==> config.mk <==
export PLATFORM = sky130hd
export DESIGN_NAME = pentary_operand_loader
export DESIGN_NICKNAME = d
export VERILOG_FILES = /design/src/rtl/pentary_operand_loader.sv
export SDC_FILE = /design/constraint.sdc
export NUM_CORES = 1
export LEC_CHECK = 0
export ABC_CLOCK_PERIOD_IN_PS = 2200
export CORE_UTILIZATION = 40
export DETAILED_ROUTE_END_ITERATION = 7
export REMOVE_ABC_BUFFERS = 1
export SLEW_MARGIN = 10
export SYNTH_ARGS = -nofsm -noshare
export SYNTH_HDL_FRONTEND = slang
export SYNTH_SLANG_ARGS = --single-unit
export TNS_END_PERCENT = 20
==> constraint.sdc <==
create_clock -name clk -period 2.2 [get_ports clk]
set_input_delay 0.44 -clock clk [delete_from_list [all_inputs] [get_ports clk]]
set_output_delay 0.44 -clock clk [all_outputs]
set_load 0.005 [all_outputs]
Fig. 1: run 1, the metal 3 layer
(4 px per um)
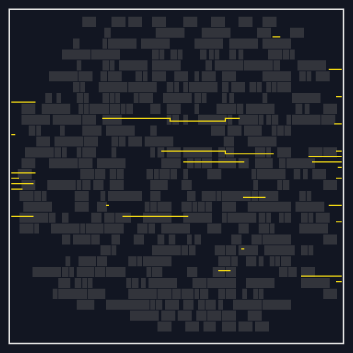
nets with wire on the layer	23
share of all routed wire	2.8%
Via Count: 2,210
WL final: 6060 um

Fig. 2: run 1, clock routing
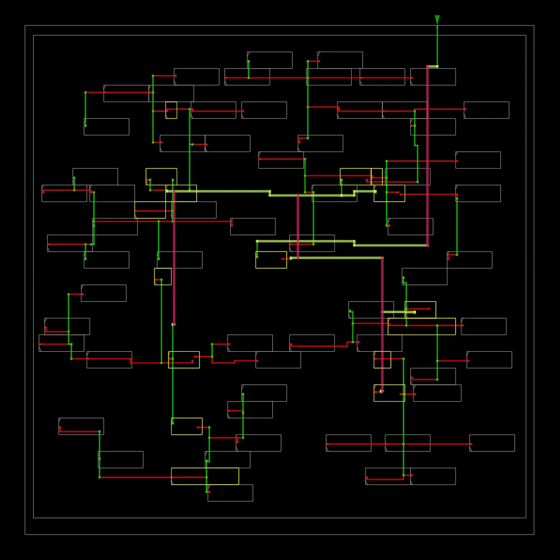
sequential cell count: 62
number of buffers created by CTS: 9
Layout clock buffers: 10
clock sink total: 62

Fig. 3: run 1, routed metal per tile
(4 px per um) The die is cut into 17 by 17 equal tiles; dark purple is low, yellow is high, scaled to the fullest tile. Values are wire area over tile area, all layers added.
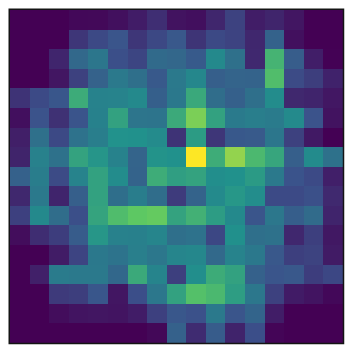
tiles over half the peak	14%
densest ninth of the die	middle
mean over tiles	0.14
fullest tile	0.48
GRT Util Overall: 0.185
routed len/inst: 13.8 um

==> results.yml, run 1 <==
# flow metrics
placed_design:
  globalplace.congestion: 0.761
  place_area_um2: 3220
global_route:
  globalRouteMet1Util: 0.256
  grt_pass1_vias: 2053
worst_setup_path:
  crit_required_ns: 1.76
  reg2reg_setup_slack_ns: 0.31
  max_stage_delay_ns: 0.49
  slowest_stage: "clkdlybuf4s50_1"
hold_path:
  hold_path.class: "flip-flop to flip-flop"
  hold_path_depth: 2
sta:
  finalCritPeriodShare: 0.896
  slew_headroom: 0.574
  tightest_slew_ns: 0.640
  layout_setup_ws_ns: 0.230
synth:
  area_leaders: "dfxtp_1, mux2i_1, nand2_1, a21oi_1, o21ai_0"
  syn-cell-area_um2: 2640
  yosys_area_um2: 2640
  ys.flops: 62
  synth_cell_type_count: 41
  common_cells: "dfxtp_1, nand2_1, a21oi_1, o21ai_0, mux2i_1"
  top_area_frac: 0.471
pwr:
  ir_drop_mv: 0.397
  p_per_area_nw_per_um2: 731
cells_and_area:
  clkCellAreaFrac: 0.0647
  drive_gt1_frac: 0.129
  antenna_cells: 0
status:
  status: "finished, final reports clean"
floorplan:
  taps: 77
  die_x_um: 83.2
Fig. 4: run 1, drive-strength map
(3 px per um)
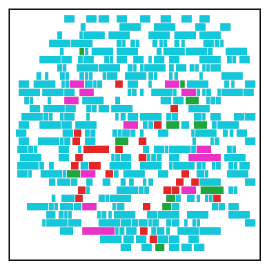

==> run 2, diff against run 1 <==
--- a/config.mk
+++ b/config.mk
@@ -8,6 +8,7 @@
 export ABC_CLOCK_PERIOD_IN_PS = 2200
 export CORE_UTILIZATION = 40
 export DETAILED_ROUTE_END_ITERATION = 7
+export GPL_ROUTABILITY_DRIVEN = 1
 export REMOVE_ABC_BUFFERS = 1
 export SLEW_MARGIN = 10
 export SYNTH_ARGS = -nofsm -noshare
==> constraint.sdc (replaced) <==
create_clock -name clk -period 2.2 [get_ports clk]
set_input_delay 0.44 -clock clk [delete_from_list [all_inputs] [get_ports clk]]
set_output_delay 0.44 -clock clk [all_outputs]
set_load 0.02 [all_outputs]
Fig. 5: run 2, drive-strength map
(3 px per um)
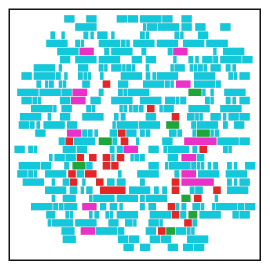
size	color	cells	share
x2	green	8	2.2%
x3 and x4	red	26	7.1%
x1 and smaller	cyan	318	87%
x6 and larger	magenta	13	3.6%
setup ws final: 0.127 ns
Non-CTS buffers: 66

==> run 2 against run 1 <==
  * Synthesized area stayed put
  * Fmax decreased by 5.0%
  * Sequential power hardly changed
  * Synthesized cell count did not move
  * Largest power group unchanged
==> results.yml, run 2 <==
# flow metrics
pwr:
  ir_drop_mv: 0.498
  clock_net_power_mw: 1.12
floorplan:
  taps: 77
global_route:
  globalRouteMet1Util: 0.244
  grt_pass1_vias: 2048
synth:
  area_leaders: "dfxtp_1, mux2i_1, nand2_1, a21oi_1, o21ai_0"
  syn-cell-area_um2: 2640
  yosys_area_um2: 2640
  ys.flops: 62
  synth_cell_type_count: 41
  top_area_frac: 0.471
cells_and_area:
  antenna_cells: 0
  drive_gt1_frac: 0.129
  flops: 62
  clkCellAreaFrac: 0.0643
worst_setup_path:
  slowest_stage: "clkdlybuf4s50_1"
  max_stage_delay_ns: 0.59
  reg2reg_setup_slack_ns: 0.33
  crit_required_ns: 1.76
  critical_path.top_delay_family: "buffers and inverters"
route:
  totalWireLength_um: 5980
  vias: 2193
  routedWlPerCell_um: 13.5
clock_tree:
  hold_buffers: 0
  clock-sinks: 62
status:
  status: "finished, final reports clean"
placed_design:
  place_area_um2: 3240
  globalplace.congestion: 0.818
sta:
  tightest_slew_ns: 0.522
  finalCritPeriodShare: 0.942
  maxSlewViolCount: 0
  slew_headroom: 0.651
hold_path:
  hold_path_depth: 2
  hold_path.class: "flip-flop to flip-flop"
Fig. 6: run 2, clock routing
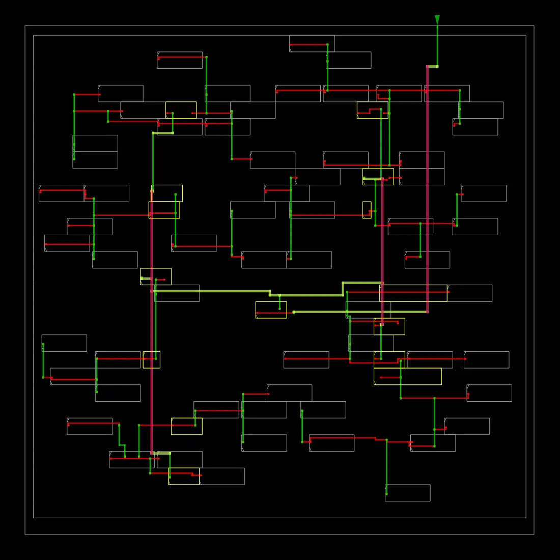

==> run 3, diff against run 2 <==
--- a/config.mk
+++ b/config.mk
@@ -6,6 +6,7 @@
 export NUM_CORES = 1
 export LEC_CHECK = 0
 export ABC_CLOCK_PERIOD_IN_PS = 2200
+export CORE_MARGIN = 10
 export CORE_UTILIZATION = 40
 export DETAILED_ROUTE_END_ITERATION = 7
 export GPL_ROUTABILITY_DRIVEN = 1
Fig. 7: run 3, clock routing
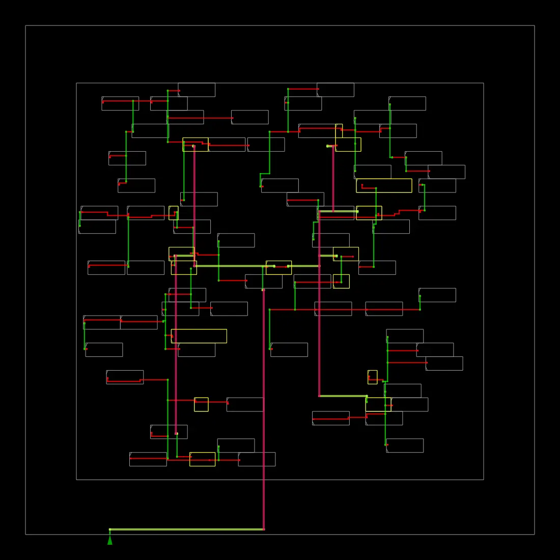
Clk. pwr: 1.08 mW
clk_skew: 0.00637 ns

==> run 3 against run 2 <==
  * Utilization fell by 0.49 points
  * Combinational power barely moved
  * Total power fell by 1.6%
  * Critical path type unchanged
  * Largest cell class unchanged
==> results.yml, run 3 <==
# flow metrics
hold_path:
  hold_path.class: "flip-flop to flip-flop"
  hold_path_depth: 2
route:
  totalWireLength_um: 6490
  vias: 2235
synth:
  syn-cell-area_um2: 2640
  most_common_cell: "dfxtp_1"
  area_leaders: "dfxtp_1, mux2i_1, nand2_1, a21oi_1, o21ai_0"
  ys.flops: 62
  yosys_area_um2: 2640
  synth_cell_type_count: 41
  common_cells: "dfxtp_1, nand2_1, a21oi_1, o21ai_0, mux2i_1"
  top_area_frac: 0.471
cells_and_area:
  antenna_cells: 0
  area_delta_synth_final_pct: 31.0
  flops: 62
  drive_gt1_frac: 0.126
  clkCellAreaFrac: 0.0619
  n_clock_buffer: 10
floorplan:
  taps: 77
  die_x_um: 101
  fp_util: 0.413
placed_design:
  globalplace.congestion: 0.820
  place_area_um2: 3240
clock_tree:
  clock-sinks: 62
  hold_buffers: 0
  worstSkewPairLatency_ns: 0.34
sta:
  layout_setup_ws_ns: 0.117
  tns_ns: 0
  maxSlewViolCount: 0
  slew_headroom: 0.577
  hold_ws_ns: 0.448
worst_setup_path:
  critical_path.top_delay_family: "buffers and inverters"
  reg2reg_setup_slack_ns: 0.20
  crit_required_ns: 1.76
  slowest_stage: "clkdlybuf4s50_1"
  max_stage_delay_ns: 0.60
run:
  max-cap-violations: 0
global_route:
  grt_max_degree: 23
  globalRouteMet1Util: 0.156
  track_usage: 0.129
  grt_pass1_vias: 2127
pwr:
  ir_drop_mv: 0.386
  sw_frac_of_total: 0.243
  switching_power_mw: 0.610
status:
  status: "finished, final reports clean"
Power is estimated from default activity; no workload was simulated.
